**src/rtl/concat_pkg.sv**
```systemverilog
// Shared types and sizing helpers for the concat read scheduler.
// Watchdog logic elsewhere is built only with CONCAT_SCHED_ERR_EN.
package concat_pkg;

    typedef enum logic [1:0] {
        IDLE  = 2'd0,
        BURST = 2'd1,
        GAP   = 2'd2
    } state_e;

    typedef struct packed {
        logic sop;
        logic eop;
        logic sof;
        logic eof;
    } frame_flags_t;

    // Counter width for a 0..n-1 range (CHANNEL_NUM, STRING_LEN, FRAME_LINES); never below one bit.
    function automatic int unsigned cnt_w(input int unsigned n);
        return (n > 1) ? $clog2(n) : 1;
    endfunction

    // Idle cycles after a burst so the concatenator can drain the other N-1 channels.
    function automatic int unsigned gap_len(input int unsigned n, input int unsigned c);
        return (n - 1) * c;
    endfunction

endpackage

```
**src/rtl/concat_sched_if.sv**
```systemverilog
// Output bus from the scheduler to concat_channels: one word per source plus framing.
interface concat_sched_if #(
    parameter int unsigned N          = 2,
    parameter int unsigned DATA_WIDTH = 8
);
    logic signed [DATA_WIDTH-1:0] data_o [N];
    logic                         data_valid_o;
    logic                         sop_o;
    logic                         eop_o;
    logic                         sof_o;
    logic                         eof_o;

    modport master (output data_o, data_valid_o, sop_o, eop_o, sof_o, eof_o);
    modport slave  (input  data_o, data_valid_o, sop_o, eop_o, sof_o, eof_o);
endinterface

```
**src/rtl/concat_sched_frame_cnt.sv**
```systemverilog
// Pixel/line counters and sop/eop/sof/eof decode for the word currently being read.
module frame_cnt
    import concat_pkg::*;
#(
    parameter int unsigned STRING_LEN  = 224,
    parameter int unsigned FRAME_LINES = 224
) (
    input  logic         clk,
    input  logic         reset_n,
    input  logic         first_word_i,
    input  logic         pix_done_i,
    output frame_flags_t flags_c
);
    localparam int unsigned PIX_W  = cnt_w(STRING_LEN);
    localparam int unsigned LINE_W = cnt_w(FRAME_LINES);
    localparam logic [PIX_W-1:0]  PIX_LAST  = PIX_W'(STRING_LEN - 1);
    localparam logic [LINE_W-1:0] LINE_LAST = LINE_W'(FRAME_LINES - 1);

    logic [PIX_W-1:0]  pix_q, pix_d;
    logic [LINE_W-1:0] line_q, line_d;
    logic              sop_c, eop_c;

    always_ff @(posedge clk or negedge reset_n) begin
        if (!reset_n) begin
            pix_q  <= '0;
            line_q <= '0;
        end else begin
            pix_q  <= pix_d;
            line_q <= line_d;
        end
    end

    always_comb begin
        pix_d  = pix_q;
        line_d = line_q;
        if (pix_done_i) begin
            if (pix_q == PIX_LAST) begin
                pix_d  = '0;
                line_d = (line_q == LINE_LAST) ? '0 : line_q + LINE_W'(1);
            end else begin
                pix_d = pix_q + PIX_W'(1);
            end
        end
    end

    assign sop_c = first_word_i && (pix_q == '0);
    assign eop_c = pix_done_i && (pix_q == PIX_LAST);

    always_comb begin
        flags_c     = '0;
        flags_c.sop = sop_c;
        flags_c.eop = eop_c;
        flags_c.sof = sop_c && (line_q == '0);
        flags_c.eof = eop_c && (line_q == LINE_LAST);
    end
endmodule

```
**src/rtl/concat_sched.sv**
```systemverilog
// Read scheduler for concat_channels: bursts CHANNEL_NUM words from all sources per pixel.
// Define CONCAT_SCHED_ERR_EN to add the partial-ready stall watchdog (stall_err_o).
module concat_sched
    import concat_pkg::*;
#(
    parameter int unsigned DATA_WIDTH             = 8,
    parameter int unsigned NUMBER_CONCAT_CHANNELS = 2,
    parameter int unsigned CHANNEL_NUM            = 8,
    parameter int unsigned STRING_LEN             = 224,
    parameter int unsigned FRAME_LINES            = 224
`ifdef CONCAT_SCHED_ERR_EN
    , parameter int unsigned TIMEOUT_CYCLES       = 4096
`endif
) (
    input  logic                                 clk,
    input  logic                                 reset_n,
    input  logic                                 en_i,
    input  logic [NUMBER_CONCAT_CHANNELS-1:0]    src_ready_i,
    input  logic signed [DATA_WIDTH-1:0]         src_data_i [0:NUMBER_CONCAT_CHANNELS-1],
    output logic [NUMBER_CONCAT_CHANNELS-1:0]    src_rd_o,
    concat_sched_if.master                       out_if,
    output logic                                 busy_o
`ifdef CONCAT_SCHED_ERR_EN
    , output logic                               stall_err_o
`endif
);
    localparam int unsigned N     = NUMBER_CONCAT_CHANNELS;
    localparam int unsigned C     = CHANNEL_NUM;
    localparam int unsigned G     = gap_len(N, C);
    localparam int unsigned CNT_W = cnt_w((G > C) ? G : C);
    localparam logic [CNT_W-1:0] C_LAST = CNT_W'(C - 1);
    localparam logic [CNT_W-1:0] G_LAST = CNT_W'((G > 0) ? G - 1 : 0);

    state_e                       state_q, state_d;
    logic [CNT_W-1:0]             cnt_q, cnt_d;
    logic                         go_c, first_word_c, burst_last_c;
    frame_flags_t                 flags_c;

    logic                         rd_q, rd_d, rd_dly_q, rd_dly_d, valid_q, valid_d, busy_q, busy_d;
    frame_flags_t                 flg1_q, flg1_d, flg_q, flg_d;
    logic signed [DATA_WIDTH-1:0] data_q [N];
    logic signed [DATA_WIDTH-1:0] data_d [N];

    // Ready is only looked at here, so a drop mid-pixel never truncates a burst.
    assign go_c         = en_i && (&src_ready_i);
    assign first_word_c = (state_q == BURST) && (cnt_q == '0);
    assign burst_last_c = (state_q == BURST) && (cnt_q == C_LAST);

    always_ff @(posedge clk or negedge reset_n) begin
        if (!reset_n) begin
            state_q <= IDLE;
            cnt_q   <= '0;
        end else begin
            state_q <= state_d;
            cnt_q   <= cnt_d;
        end
    end

    always_comb begin
        state_d = state_q;
        cnt_d   = cnt_q;
        case (state_q)
            IDLE: begin
                cnt_d = '0;
                if (go_c) state_d = BURST;
            end
            BURST: begin
                if (cnt_q == C_LAST) begin
                    cnt_d = '0;
                    if (N > 1) state_d = GAP;
                    else       state_d = go_c ? BURST : IDLE;
                end else begin
                    cnt_d = cnt_q + CNT_W'(1);
                end
            end
            GAP: begin
                if (cnt_q == G_LAST) begin
                    cnt_d   = '0;
                    state_d = go_c ? BURST : IDLE;
                end else begin
                    cnt_d = cnt_q + CNT_W'(1);
                end
            end
            default: begin
                cnt_d   = '0;
                state_d = IDLE;
            end
        endcase
    end

    // Two-stage pipe: rd -> source q valid -> registered output; framing rides alongside.
    always_comb begin
        rd_d     = (state_d == BURST);
        busy_d   = (state_d != IDLE);
        rd_dly_d = rd_q;
        valid_d  = rd_dly_q;
        flg1_d   = flags_c;
        flg_d    = flg1_q;
        data_d   = data_q;
        if (rd_dly_q) data_d = src_data_i;
    end

    always_ff @(posedge clk or negedge reset_n) begin
        if (!reset_n) begin
            rd_q     <= 1'b0;
            rd_dly_q <= 1'b0;
            valid_q  <= 1'b0;
            busy_q   <= 1'b0;
            flg1_q   <= '0;
            flg_q    <= '0;
            data_q   <= '{default: '0};
        end else begin
            rd_q     <= rd_d;
            rd_dly_q <= rd_dly_d;
            valid_q  <= valid_d;
            busy_q   <= busy_d;
            flg1_q   <= flg1_d;
            flg_q    <= flg_d;
            data_q   <= data_d;
        end
    end

    frame_cnt #(
        .STRING_LEN  (STRING_LEN),
        .FRAME_LINES (FRAME_LINES)
    ) u_frame_cnt (
        .clk          (clk),
        .reset_n      (reset_n),
        .first_word_i (first_word_c),
        .pix_done_i   (burst_last_c),
        .flags_c      (flags_c)
    );

    assign src_rd_o            = {N{rd_q}};
    assign busy_o              = busy_q;
    assign out_if.data_o       = data_q;
    assign out_if.data_valid_o = valid_q;
    assign out_if.sop_o        = flg_q.sop;
    assign out_if.eop_o        = flg_q.eop;
    assign out_if.sof_o        = flg_q.sof;
    assign out_if.eof_o        = flg_q.eof;

`ifdef CONCAT_SCHED_ERR_EN
    localparam int unsigned WD_W = $clog2(TIMEOUT_CYCLES + 1);
    localparam logic [WD_W-1:0] WD_LIMIT = WD_W'(TIMEOUT_CYCLES);

    logic [WD_W-1:0] wd_q, wd_d;
    logic            err_q, err_d, partial_c;

    // Some sources ready and others not while idle: a source is likely stuck.
    assign partial_c = (state_q == IDLE) && (|src_ready_i) && !(&src_ready_i);

    always_comb begin
        wd_d  = '0;
        err_d = err_q;
        if (partial_c) wd_d = (wd_q == WD_LIMIT) ? wd_q : wd_q + WD_W'(1);
        if (wd_d == WD_LIMIT) err_d = 1'b1;
    end

    always_ff @(posedge clk or negedge reset_n) begin
        if (!reset_n) begin
            wd_q  <= '0;
            err_q <= 1'b0;
        end else begin
            wd_q  <= wd_d;
            err_q <= err_d;
        end
    end

    assign stall_err_o = err_q;
`endif
endmodule

```
**src/flat_wrapper.sv**
```systemverilog
// flat-port wrapper written by rule: the top's interface ports become plain ports
module concat_sched_flat import concat_pkg::*;
#(
    parameter int unsigned DATA_WIDTH             = 8,
    parameter int unsigned NUMBER_CONCAT_CHANNELS = 2,
    parameter int unsigned CHANNEL_NUM            = 8,
    parameter int unsigned STRING_LEN             = 224,
    parameter int unsigned FRAME_LINES            = 224

)
  (clk, reset_n, en_i, src_ready_i, src_data_i, src_rd_o, busy_o, out_if_data_o, out_if_data_valid_o, out_if_sop_o, out_if_eop_o, out_if_sof_o, out_if_eof_o);
  concat_sched_if #(.N((2)), .DATA_WIDTH(DATA_WIDTH)) out_if_i ();
  input  logic clk;
  input  logic reset_n;
  input  logic en_i;
  input  logic [NUMBER_CONCAT_CHANNELS-1:0] src_ready_i;
  input  logic signed [DATA_WIDTH-1:0] src_data_i[0:NUMBER_CONCAT_CHANNELS-1];
  output logic [NUMBER_CONCAT_CHANNELS-1:0] src_rd_o;
  output logic busy_o;
  output wire logic [$bits(out_if_i.data_o)-1:0] out_if_data_o;
  output wire logic [$bits(out_if_i.data_valid_o)-1:0] out_if_data_valid_o;
  output wire logic [$bits(out_if_i.sop_o)-1:0] out_if_sop_o;
  output wire logic [$bits(out_if_i.eop_o)-1:0] out_if_eop_o;
  output wire logic [$bits(out_if_i.sof_o)-1:0] out_if_sof_o;
  output wire logic [$bits(out_if_i.eof_o)-1:0] out_if_eof_o;
  assign out_if_data_o = {>>{out_if_i.data_o}};
  assign out_if_data_valid_o = out_if_i.data_valid_o;
  assign out_if_sop_o = out_if_i.sop_o;
  assign out_if_eop_o = out_if_i.eop_o;
  assign out_if_sof_o = out_if_i.sof_o;
  assign out_if_eof_o = out_if_i.eof_o;
  concat_sched #(.DATA_WIDTH(DATA_WIDTH), .NUMBER_CONCAT_CHANNELS(NUMBER_CONCAT_CHANNELS), .CHANNEL_NUM(CHANNEL_NUM), .STRING_LEN(STRING_LEN), .FRAME_LINES(FRAME_LINES)) u_core (.clk(clk), .reset_n(reset_n), .en_i(en_i), .src_ready_i(src_ready_i), .src_data_i(src_data_i), .src_rd_o(src_rd_o), .out_if(out_if_i), .busy_o(busy_o));
endmodule
```
**config.mk**
```make
export PLATFORM = sky130hd
export DESIGN_NAME = concat_sched_flat
export DESIGN_NICKNAME = d
export VERILOG_FILES = /design/src/rtl/concat_pkg.sv /design/src/rtl/concat_sched_if.sv /design/src/rtl/concat_sched_frame_cnt.sv /design/src/rtl/concat_sched.sv /design/src/flat_wrapper.sv
export SDC_FILE = /design/constraint.sdc
export NUM_CORES = 1
export LEC_CHECK = 0
export ABC_AREA = 1
export ABC_CLOCK_PERIOD_IN_PS = 2100
export CORE_ASPECT_RATIO = 0.5
export CORE_UTILIZATION = 40
export CTS_CLUSTER_DIAMETER = 100
export DETAILED_ROUTE_END_ITERATION = 6
export GPL_TIMING_DRIVEN = 1
export SYNTH_ARGS = -nofsm -noshare
export SYNTH_HDL_FRONTEND = slang
export SYNTH_HIERARCHICAL = 1
export SYNTH_SLANG_ARGS = --single-unit
```
**constraint.sdc**
```tcl
create_clock -name clk -period 2.1 [get_ports clk]
set_input_delay 0.525 -clock clk [delete_from_list [all_inputs] [get_ports clk]]
set_output_delay 0.525 -clock clk [all_outputs]
set_load 0.1 [all_outputs]
```
==> notes.md <==
flow finished, numbers: status finished clean, First-pass DRT Iterations 4, M3 GR Usage 4.36%, vias in the first global route between 1500 and 2000, Setup-failing EPs final 0, RePlAce Congestion 0.898, skew final 0.00616 ns, Routed Antenna Nets 0, Worst Tran Pin Value 0.311 ns, register area 0.00123 mm², Seq/total area between 40% and 50%, largest net degree at the start of global routing 50, CTS Buf Count 5, Area Growth Syn to Fin 23.5%, Crit Path Class register to register, Top cell area share 52.2%, leading power group combinational cells, Longest Clk Path Bufs 2, yosys stat cell total 240, Synth cell types 26, layout clock buffer count 6, Die Ht 56.2 µm, comb area leader simple AND/OR/NAND/NOR gates, grt met1 use 18.3%, fin cells approximately 360, post-CTS sizing 0, internal power 2.27 mW, worst path cell trace inv_1 -> ha_1 -> nand2_1 -> inv_1 -> nand3_4 -> nor2_4 -> nand2_2 -> nor2_2 -> nand2_1 -> nand2_1, syn_nets 272, Max Fclk 0.537 GHz, Core ar. 0.00556 mm², Root Driver clkbuf_16, Commonest cells post-synth 62 x nand2_1, 49 x dfrtp_1, 29 x inv_1, maximum capacitance violations 0, DRT iter0 DRCs between 90 and 100, # diodes 0, worst-path maximum fanout 11, worst r2r path cells 10, final core occ 52.2%, Setup TNS 0 ns, part of the power in the clock network roughly 17%, Critical path buffers and inverters 2, critical path startpoint u_core/state_q[1]$_DFF_PN0_, Logic Gate Count about 150, hold_buf cts 0, Max-area cell class registers, Most Crowded Layer GR met2, Critical Path Sink Type register, dpl ws between 0.2 and 0.25 ns, Seq cells post-synth 49, NumNets Final approximately 320, CP top delay family simple AND/OR/NAND/NOR gates, max FFs per register 16, minimum clock period after layout 1.86 ns, chip width 110 µm, Comb pwr share 54.8%, yosys synthesis chip area 0.00235 mm², reg2reg setup slack 0.24 ns, Mux cell area share 9.26%, fin crit share 88.7%, cell count after synthesis between 200 and 250, worst hold slack 0.204 ns, Min-Delay Path Class input pin to async pin, share of cells above drive strength 1 a little over a fifth, total grt overflow 0, well tap count 73, comb. cell area 923 µm², slowest stage delay, CP 0.41 ns, antenna violations before repair 0, sequential power 1.32 mW, Worst-path clk slew 0.07 ns, sequential power share ~28%, Max transition margin 79.3%, Seq share, synth 52.2%, crit path DAT 2.09 ns, Adder-Cell Fraction of Synth Area 5.85%, Total Die Area 0.00621 mm², Non-Clock Inverter Count 30, P_comb 2.54 mW, final setup margin about 0.24 ns, startpoint types register, Crit. path cell count 10, tool warnings 32, Compound Share, Synth 2.61%, biggest area cells dfrtp_1 52%, nand2_1 9.9%, mux2_4 6.4%
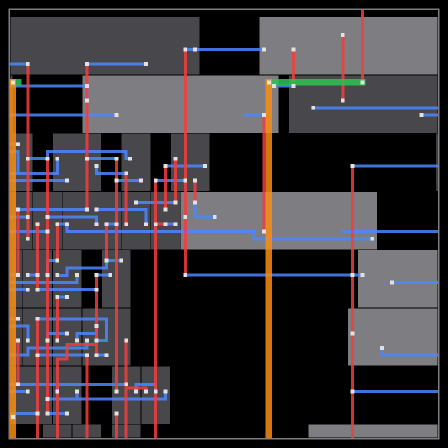
Figure 1: a small window of the routed layout.
Window x 73 to 93, y 32 to 52 µm. Cells in gray, sequential cells in the stronger gray; small squares are vias.
- metal 3: green
- metal 2: red
- metal 1: blue
- metal 4: orange
- sequential cells in the window: 3
- most frequent: nand2_1 (6), nor2_1 (5), dfrtp_1 (3)
- cells with their middle in the window: 23

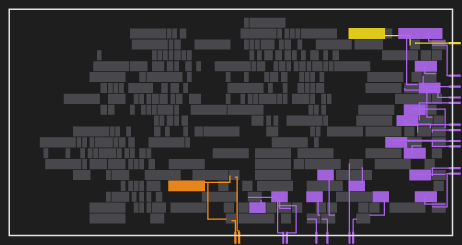
Figure 2: I/O nets highlighted.
Scale: 4 px per µm.
- out_if_eof_o: yellow (bits 1; direction output; edge east; end cells 1; buffers 1; wire 17.5 µm)
- src_rd_o: orange (bits 2; direction output; edge south; end cells 1; buffers 2; wire 41.1 µm)
- src_data_i: purple (bits 16; direction input; edge 10 east, 6 south; end cells 16; buffers 16; wire 284 µm)
Top Ports: 45
PortBufs: 44

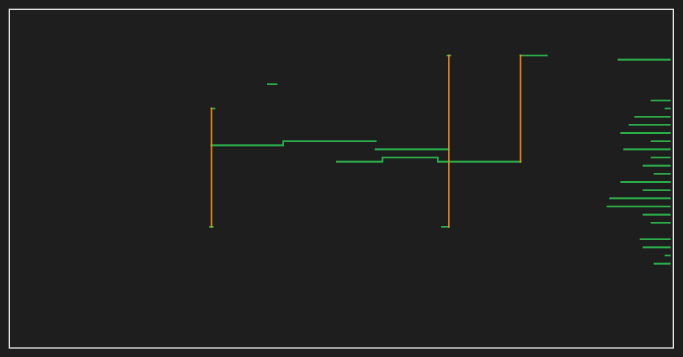
Figure 3: wiring by layer.
Scale: 6 px per µm. Two of the layers only.
- metal 4: orange (wire length 66.0 µm)
- metal 3: green (wire length 185 µm)
Via Count: 1640
Detailed Route WL: 4020 µm
post-DR wirelength/cell: 11.2 µm
GRT Util Overall: 14.7%

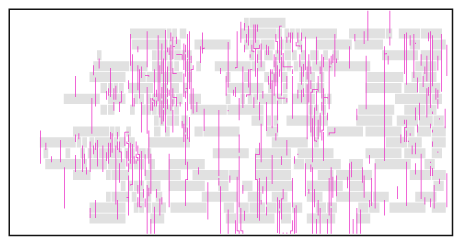
Figure 4: metal 2.
Scale: 4 px per µm. Cells faint in the background.
- main direction: vertical
- wire length on this layer: 1790 µm
- share of all routed wire: 45%
met2 GRT Util: 23.7%

Power figures rest on the tool's default switching activity, not on a simulated workload.
